--- config.mk ---
export PLATFORM = sky130hd
export DESIGN_NAME = smfro_rng_w
export DESIGN_NICKNAME = d
export VERILOG_FILES = /design/src/rtl/smfro_rng_w.sv
export SDC_FILE = /design/constraint.sdc
export NUM_CORES = 1
export LEC_CHECK = 0
export CORE_MARGIN = 3
export CORE_UTILIZATION = 55
export CTS_BUF_LIST = sky130_fd_sc_hd__clkbuf_16
export DETAILED_ROUTE_END_ITERATION = 7
export PLACE_DENSITY = 0.95
export SYNTH_ARGS = -nofsm -noshare
export SYNTH_HDL_FRONTEND = slang
export SYNTH_SLANG_ARGS = --single-unit
export TNS_END_PERCENT = 10
--- constraint.sdc ---
create_clock -name clk -period 4.55 [get_ports clk]
set_input_delay 0.91 -clock clk [delete_from_list [all_inputs] [get_ports clk]]
set_output_delay 0.91 -clock clk [all_outputs]
set_load 0.1 [all_outputs]
--- src/rtl/smfro_rng_w.sv ---
// smfro_rng_w - parametrised self-mutual-feedback RNG core with noise injection,
// seed load + warm-up, valid/ready output and sticky online health tests.
//
// Ports:
//   clk        rising-edge clock
//   rst        synchronous active-high reset
//   en         advance the core this cycle
//   seed_load  load 'seed' into the core and restart warm-up (overrides en)
//   seed       seed value
//   noise      raw entropy XORed into every core update
//   out_data   captured random word
//   out_valid  out_data holds an undelivered word
//   out_ready  consumer accepts out_data
//   busy       high while warming up
//   fault      sticky health-test failure (stuck-zero / repetition count)
module smfro_rng_w #(
  parameter int unsigned       WIDTH     = 16,
  parameter int unsigned       WARMUP    = 32,
  parameter int unsigned       REP_LIMIT = 4,
  parameter logic [WIDTH-1:0]  SEED_RST  = WIDTH'(16'hACE1)
) (
  input  logic             clk,
  input  logic             rst,
  input  logic             en,
  input  logic             seed_load,
  input  logic [WIDTH-1:0] seed,
  input  logic [WIDTH-1:0] noise,
  output logic [WIDTH-1:0] out_data,
  output logic             out_valid,
  input  logic             out_ready,
  output logic             busy,
  output logic             fault
);

  localparam int unsigned WW = $clog2(WARMUP + 1);
  localparam int unsigned RW = $clog2(REP_LIMIT + 1);

  typedef enum logic [1:0] {
    ST_WARM,
    ST_RUN,
    ST_FAULT
  } state_t;

  state_t           state_q, state_d;
  logic [WIDTH-1:0] s_q, s_d;
  logic [WW-1:0]    warm_cnt_q, warm_cnt_d;
  logic [RW-1:0]    rep_cnt_q, rep_cnt_d;
  logic [WIDTH-1:0] last_word_q, last_word_d;
  logic [WIDTH-1:0] out_data_q, out_data_d;
  logic             out_valid_q, out_valid_d;

  // Core next-state function
  logic             parity;
  logic [WIDTH-1:0] s_rot;
  logic [WIDTH-1:0] fb;
  logic [WIDTH-1:0] mix;
  logic [WIDTH-1:0] s_next;

  always_comb begin
    parity = ^s_q;
    // s_rot[i] = s[(i+1) mod WIDTH]
    s_rot  = {s_q[0], s_q[WIDTH-1:1]};
    fb     = {WIDTH{parity}} ^ s_q ^ s_rot;
  end

  for (genvar k = 0; k < WIDTH / 2; k++) begin : g_pair
    assign mix[2*k]   = s_q[2*k+1] ^ fb[2*k];
    assign mix[2*k+1] = s_q[2*k]   ^ fb[2*k+1];
  end

  assign s_next = mix ^ noise;

  // Control / health tests
  int unsigned rep_new;

  always_comb begin
    state_d     = state_q;
    s_d         = s_q;
    warm_cnt_d  = warm_cnt_q;
    rep_cnt_d   = rep_cnt_q;
    last_word_d = last_word_q;
    out_data_d  = out_data_q;
    out_valid_d = out_valid_q;
    rep_new     = 0;

    if (seed_load) begin
      s_d         = seed;
      state_d     = ST_WARM;
      warm_cnt_d  = '0;
      rep_cnt_d   = '0;
      out_valid_d = 1'b0;
    end else if (state_q != ST_FAULT) begin
      if (en) begin
        s_d = s_next;
      end
      if (s_q == '0) begin
        // Stuck-zero wins over everything else, even with en low.
        state_d     = ST_FAULT;
        out_valid_d = 1'b0;
      end else if (state_q == ST_WARM) begin
        if (en) begin
          warm_cnt_d = WW'(32'(warm_cnt_q) + 1);
          if (32'(warm_cnt_q) + 1 >= WARMUP) begin
            state_d = ST_RUN;
          end
        end
      end else if (en && (!out_valid_q || out_ready)) begin
        // Capture edge. rep_cnt == 0 marks the first capture since warm-up,
        // so a stale last_word never extends a run across a reseed.
        if (rep_cnt_q == '0 || s_q != last_word_q) begin
          rep_new = 1;
        end else begin
          rep_new = 32'(rep_cnt_q) + 1;
        end
        rep_cnt_d = RW'(rep_new);
        if (rep_new >= REP_LIMIT) begin
          state_d     = ST_FAULT;
          out_valid_d = 1'b0;
        end else begin
          out_data_d  = s_q;
          last_word_d = s_q;
          out_valid_d = 1'b1;
        end
      end else if (out_valid_q && out_ready) begin
        out_valid_d = 1'b0;
      end
    end
  end

  always_ff @(posedge clk) begin
    if (rst) begin
      state_q     <= ST_WARM;
      s_q         <= SEED_RST;
      warm_cnt_q  <= '0;
      rep_cnt_q   <= '0;
      last_word_q <= '0;
      out_data_q  <= '0;
      out_valid_q <= 1'b0;
    end else begin
      state_q     <= state_d;
      s_q         <= s_d;
      warm_cnt_q  <= warm_cnt_d;
      rep_cnt_q   <= rep_cnt_d;
      last_word_q <= last_word_d;
      out_data_q  <= out_data_d;
      out_valid_q <= out_valid_d;
    end
  end

  assign out_data  = out_data_q;
  assign out_valid = out_valid_q;
  assign busy      = (state_q == ST_WARM);
  assign fault     = (state_q == ST_FAULT);

endmodule

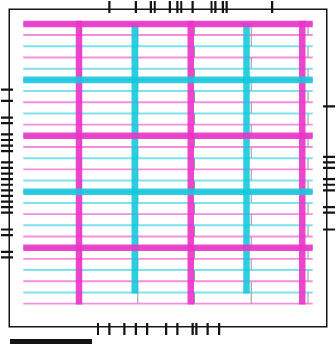
*Floorplan with the power grid, run 1*
Scale bar: 20 um. Pins as bars on the die edge. Tap cells in gray.
legend:
  cyan:
    net: VDD
  magenta:
    net: VSS
met1 rails: 26
met5 straps: 5
signal pins: 56
tap cells: 67

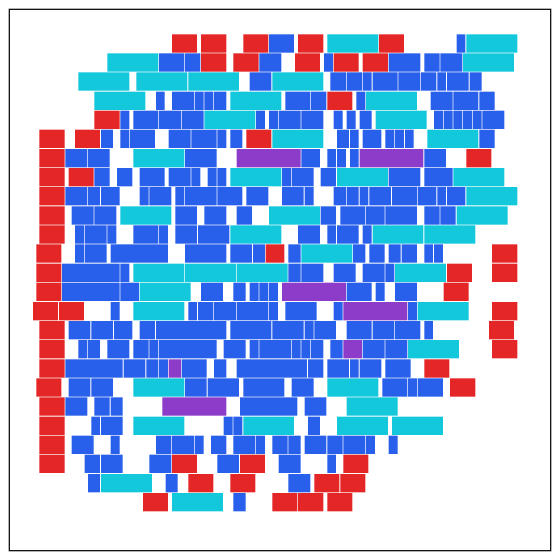
*Placement by cell class, run 1*
legend:
  purple:
    class: clock drivers and dummy loads
    cells: 7
    share_of_their_area: 4.1%
  cyan:
    class: flip-flops
    cells: 44
    share_of_their_area: 26%
  red:
    class: other buffers and delay cells
    cells: 56
    share_of_their_area: 16%
  blue:
    class: all other logic
    cells: 245
    share_of_their_area: 53%
number of placement rows: 25
final core utilization: 72.5%
sequential fraction of total cell area: 25.4%

==> notes.md, run 1 <==
Implementation results.

The level count of the clock H-tree is 2. The most frequent cell on the critical path is sky130_fd_sc_hd__xnor2_1. The number of nets in the layout is about 400. The number of sinks on the clock net is 44. The synthesized netlist net count is 354.

The number of global-route vias before repair is approximately 2,500. The number of antenna violations at the first check in global routing was 0. Dividing the detail-routed wire length by the instance count gives around 17 um. Per the timing report, the most critical flop-to-flop path originates at s_q[0]. The buffer levels on the longest clock path is 2. The core area is ~4800 sq um.

Setup repair after global routing left no endpoint under its margin. The run finished with clean final reports. The first detailed-routing pass took 5 iterations. The critical path in this run is classified as reg -> reg.

The report shows a maximum critical-path fanout of 7. The register area share after synthesis is 31.9%. The x dimension of the die is 76.8 um.

Per the cell usage report, the commonest logic cell in the layout is sky130_fd_sc_hd__clkdlybuf4s50_1. Routed signal wires occupy layers up through met4. Per the finish-stage timing summary, setup violations number 0.

In this run the critical path is formed by inv_1 -> ha_1 -> xnor2_1 -> xnor2_2 -> xnor3_1 -> xnor2_1 -> a2111oi_0 -> a311oi_1. The kind of end point of the critical path is a flop.
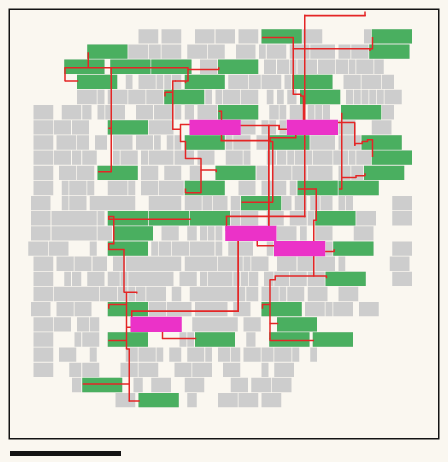
*Routed clock nets over the placement, run 1*
Scale bar: 20 um.
legend:
  green:
    item: flip-flops
    count: 44
  magenta:
    item: cells driving clock nets
    count: 5
  red:
    item: clock wires
    length: 522 um
routed clock nets: 6
source-to-sink clock delay at the later pin of the worst-skew pair: 290 ps
Layout Skew: 10.1 ps

[run 1: synthesized netlist by cell type (3+ instances only)]
library cell                number  area (sq um)
sky130_fd_sc_hd__or3_1           8          50.1
sky130_fd_sc_hd__xnor3_1         6           135
sky130_fd_sc_hd__clkbuf_1       15          56.3
sky130_fd_sc_hd__dfxtp_1        44           881
sky130_fd_sc_hd__o211ai_1        5          37.5
sky130_fd_sc_hd__inv_1          22          82.6
sky130_fd_sc_hd__nor2_1         41           154
sky130_fd_sc_hd__xnor2_1        31           272
sky130_fd_sc_hd__a311oi_1       11          96.3
sky130_fd_sc_hd__xor2_1         18           158
sky130_fd_sc_hd__nand4_1         8          50.1
sky130_fd_sc_hd__o21ai_0        11          55.1
sky130_fd_sc_hd__ha_1           11           138
sky130_fd_sc_hd__nand2_1        11          41.3
sky130_fd_sc_hd__xnor2_2         3          48.8
sky130_fd_sc_hd__a2111oi_0       5          43.8
sky130_fd_sc_hd__nor3_1         13          65.1
sky130_fd_sc_hd__mux2i_1        18           180
[run 1: per-layer routing]
layer / GRT usage, % / vias up
met3: 6.10 / 29
met2: 42.2 / 114
met4: 13.6 / 0
li1: - / 1144
met1: 27.8 / 1166
met5: 0 / -
[run 1: registers in the layout, indices dropped and copies added, names as in the netlist]
register / count
out_data: 16
s_q: 16
warm_cnt_q: 6
rep_cnt_q: 3
state_q: 2
out_valid: 1
[run 1: logic make-up (layout without fill, tap and decap cells)]
logic type / Yosys count / count (layout) / synth area share (%)
compound gates: 42 / 42 / 11.4
xor+xnor: 60 / 60 / 24.2
fa+ha+maj: 11 / 11 / 4.99
buf+inv: 39 / 85 / 5.40
flops: 44 / 44 / 31.9
mux: 18 / 18 / 6.53
simple gates: 92 / 92 / 15.6
[run 1: area by class of cell]
class | count | area, sq um
Fill cell | 331 | 1310
Multi-Input combinational cell | 223 | 1730
Clock inverter | 2 | 12.5
Inverter | 22 | 82.6
Sequential cell | 44 | 881
Tap cell | 67 | 83.8
Timing Repair Buffer | 56 | 558
Clock buffer | 5 | 125
[run 1: path summary, 6_finish.rpt]
path / slack [ps] / end / depth (start not counted)
worst max-delay path: 1480 / s_q[15] / 8
worst min-delay path: 550 / rep_cnt_q[0] / 1
worst max register to register: 1480 / s_q[15] / 8
worst min register to register: 550 / rep_cnt_q[0] / 1
[run 1: per-stage QoR]
step	util (%)	std cells	area [sq um]
3_5_place_dp	69.7	412	3330
3_3_place_gp	69.7	412	3330
6_report	72.5	419	3470
2_1_floorplan	-	306	2760
5_1_grt	72.5	419	3470
4_1_cts	72.5	419	3470
==> run 1 -> run 2 <==
CORE_UTILIZATION = 52   (was 55)
PLACE_DENSITY = 0.92   (was 0.95)
clock period = 3.1 ns   (was 4.55 ns; I/O delays follow)
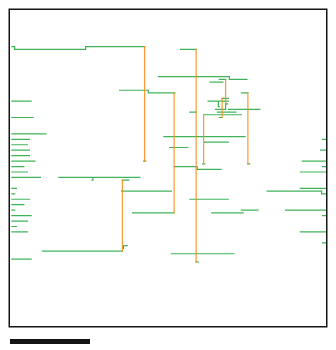
*Routed metal, one color a layer, run 2*
Scale bar: 20 um. Only two layers are drawn.
legend:
  green:
    layer: met3
    wire_length: 404 um
  orange:
    layer: met4
    wire_length: 170 um
final WL: 6.94 mm
All-Layer GR Usage: 23.5%
WL per Instance: 16.1 um

==> run 2 against run 1 <==
Clock skew down 4.7 ps. Cell count grew 2.9%. Critical path type unchanged.
==> notes.md, run 2 <==
Implementation results.

The number of gates on the worst path with buffers counted came to 8 (unchanged). The number of cell instances on the worst register-to-register path is 8 (unchanged). The filler cell count was 358 (+8.2%).

Setup repair after global routing left no endpoint under its margin. The flow ran to the end, and the final reports show no timing, DRC or antenna violations. The core area came to 4910 sq um (+2.6%).

The synthesized netlist net count is 354 (unchanged). The register cell area after layout came to 881 sq um (unchanged). The number of sinks on the clock net was 44 (unchanged). The number of nets in the layout is 411 (+2.8%). The x dimension of the die is 78.8 um (+2.6%). The category of the critical setup timing path is reg -> reg. The multi-input logic area is 1730 sq um (unchanged). For reference, the critical path cell chain is inv_1 -> ha_1 -> xnor2_2 -> xnor2_4 -> xnor3_1 -> xnor2_1 -> a2111oi_0 -> a311oi_1. The register area share after synthesis came to 31.9% (unchanged). The placement row count was 25 (unchanged).

The global routing met1 resource utilization came to 29.8% (+2.0 points). The level count of the clock H-tree is 2 (unchanged). The worst setup path is captured at a flop. The number of cells on the worst hold path is 1 (unchanged). The met2 track demand over resource was 39.7% (-2.4 points).

The final number of setup-violating endpoints is 0 (unchanged). sky130_fd_sc_hd__dfxtp_1 is the most common cell in the netlist.
==> run 2: cell counts after synthesis <==
Identical to the previous run, type by type.
==> run 2: cell type report <==
cell class              instances  area share (%)
inverters                      22            2.35
well taps                      67            2.39
multi-input cells             223            49.3
flip-flops and latches         44            25.1
clock inverters                 3           0.428
clock buffers                   5            3.57
repair buffers                 67            16.9
==> run 2: routing by layer <==
metal	wire, um	up-vias	part of all wire [%]
li1	-	1170	-
met1	2960	1159	43
met2	3410	88	49
met3	404	18	5.8
met4	170	0	2.4
met5	0	-	0
==> run 2: per-stage QoR <==
| stage | util [%] | instances | worst slack [ps] |
|---|---|---|---|
| floorplan | - | 306 | 451 |
| global placement | 68.6 | 423 | 410 |
| detailed placement | 68.6 | 423 | 338 |
| CTS | 71.5 | 431 | 347 |
| global route | 71.5 | 431 | 125 |
| finish | 71.5 | 431 | 340 |
==> run 2: final timing paths <==
kind         slack, ps      endpoint          from
max                340        s_q[5]       s_q[12]
min                510  rep_cnt_q[0]  rep_cnt_q[0]
max reg2reg        340        s_q[5]       s_q[12]
min reg2reg        510  rep_cnt_q[0]  rep_cnt_q[0]
==> run 2: cells by family (layout without fill, tap and decap cells) <==
group | after synthesis | in the layout | synth area share [%]
AND-OR/OR-AND | 42 | 42 | 11.4
XOR/XNOR | 60 | 60 | 24.2
adder cells (fa/ha/maj) | 11 | 11 | 4.99
buffers and inverters | 39 | 97 | 5.40
flip-flops | 44 | 44 | 31.9
multiplexers | 18 | 18 | 6.53
AND/OR/NAND/NOR | 92 | 92 | 15.6
==> run 2 -> run 3 <==
CELL_PAD_IN_SITES_DETAIL_PLACEMENT = 0   (was not set)
CELL_PAD_IN_SITES_GLOBAL_PLACEMENT = 1   (was not set)
CORE_UTILIZATION = 39   (was 52)
PLACE_DENSITY = 0.91   (was 0.92)
SETUP_SLACK_MARGIN = 0.1   (was not set)
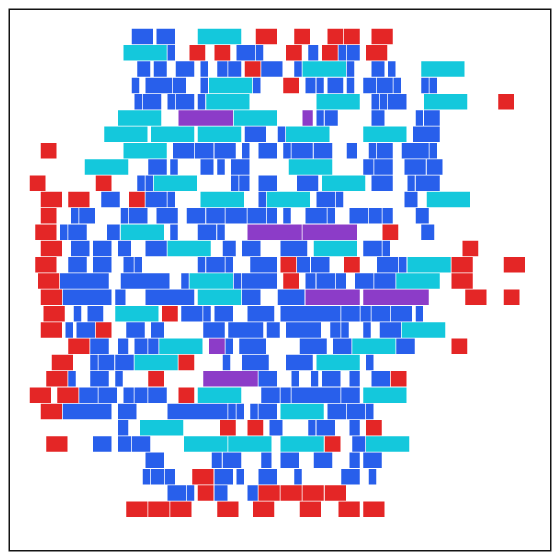
*Placement by cell class, run 3*
legend:
  blue:
    class: all other logic
    cells: 245
    share_of_their_area: 52%
  red:
    class: other buffers and delay cells
    cells: 69
    share_of_their_area: 18%
  cyan:
    class: flip-flops
    cells: 44
    share_of_their_area: 25%
  purple:
    class: clock drivers and dummy loads
    cells: 8
    share_of_their_area: 4.8%
sequential fraction of total cell area: 24.5%
final core utilization: 52.5%
area of the core region: 6830 sq um
number of placement rows: 30

==> run 3 against run 2 <==
Via count down 6.7%. Clock skew about the same. First-iteration DRC count fell by 46%. Design area increased by 2.2%. Synthesized area did not move. Wire length shrank 4.5%. Clock-buffer cell count did not move. Worst setup slack improved by 2.3 ps. Critical path type unchanged. Critical endpoint is now s_q[7]. Largest cell class unchanged.
==> notes.md, run 3 <==
Implementation results.

The flow ran to the end, and the final reports show no timing, DRC or antenna violations. The routed length per instance is 14.4 um (-11%). In the post-synthesis netlist, the cell with the most instances is sky130_fd_sc_hd__dfxtp_1. Setup repair after global routing left no endpoint under its margin. The number of cells on the worst hold path is 1 (unchanged). The total routed wirelength is 6.63 mm (-4.5%). The routed layout has 2,271 vias. The kind of end point of the critical path is a flop.

The number of nets in the layout is 413 (+0.49%). The register-to-register setup slack is 340 ps (about the same). The worst hold endpoint is rep_cnt_q[0]. The filler cell count is 665 (+86%). The x dimension of the die is 90.1 um (+14%). The worst flop-to-flop path endpoint is s_q[7]. The worst hold path begins at rep_cnt_q[0].

In this run the worst setup path begins at s_q[15]. The number of cell instances on the worst register-to-register path is 8 (unchanged). In the routed layout, each cell is associated on average with a via count of between 4 and 5. For the worst reg-to-reg path, the startpoint reported by OpenROAD is s_q[15]. The yosys synthesis chip area is roughly 2800 sq um. The register area share after synthesis was 31.9% (unchanged). The final number of setup-violating endpoints is 0 (unchanged). The sort of element at the start of the critical path is a flop. The number of placed cells counting well taps is 454 (+7.3%).
## run 3: layout make-up
cell class	count	area (sq um)	share of cell area, %
repair buffers	69	608	16.9
flip-flops and latches	44	881	24.5
inverters	22	82.6	2.30
multi-input cells	223	1730	48.2
well taps	96	120	3.35
clock buffers	5	125	3.49
clock inverters	3	42.5	1.19
## run 3: kinds of logic after synthesis
family	after synthesis	share of synthesized area, %
mux	18	6.53
simple gates	92	15.6
xor+xnor	60	24.2
flops	44	31.9
fa+ha+maj	11	4.99
compound gates	42	11.4
buf+inv	39	5.40
## run 3: how the worst max path moves through the flow
stage          cells after the start           to  slack, ps
6_report                           8       s_q[7]        340
5_1_grt                            8       s_q[7]        160
4_1_cts                            8       s_q[7]        340
3_5_place_dp                       8       s_q[7]        350
3_3_place_gp                       6  out_data[3]        410
2_1_floorplan                      9      s_q[13]        450
## run 3: through the flow
step	setup slack [ps]	instance area, sq um	hold WS, ps	util, %
2_1_floorplan	451	2760	466	-
3_3_place_gp	409	3420	486	50.1
3_5_place_dp	348	3420	499	50.1
4_1_cts	344	3590	508	52.5
5_1_grt	163	3590	544	52.5
6_report	342	3590	505	52.5
## run 3: layer usage
metal	up-vias	routed length (um)
met4	0	127
met1	1031	3150
li1	1176	-
met2	57	3100
met3	7	250
met5	-	0
## run 3: critical path, stage by stage, from the launching register on
cell and delay (ps):
sky130_fd_sc_hd__dfxtp_1 420, sky130_fd_sc_hd__inv_1 90, sky130_fd_sc_hd__ha_1 310, sky130_fd_sc_hd__xnor2_2 180, sky130_fd_sc_hd__xnor2_4 440, sky130_fd_sc_hd__xnor3_1 470, sky130_fd_sc_hd__xnor2_1 190, sky130_fd_sc_hd__a2111oi_0 450
sky130_fd_sc_hd__a311oi_1 80

==> notes/layouts.md <==
Pictures saved along the way, in no particular order.

The clock network.
(a)
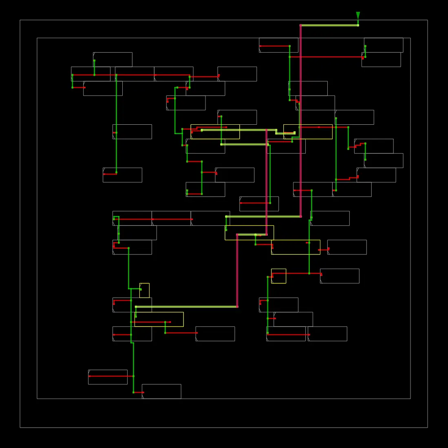
(b)
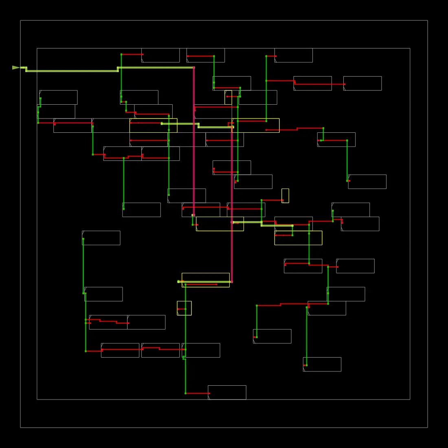
(c)
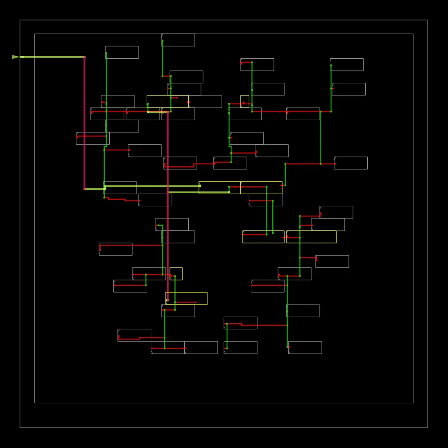
(b): run 2
(c): run 3
(a): run 1

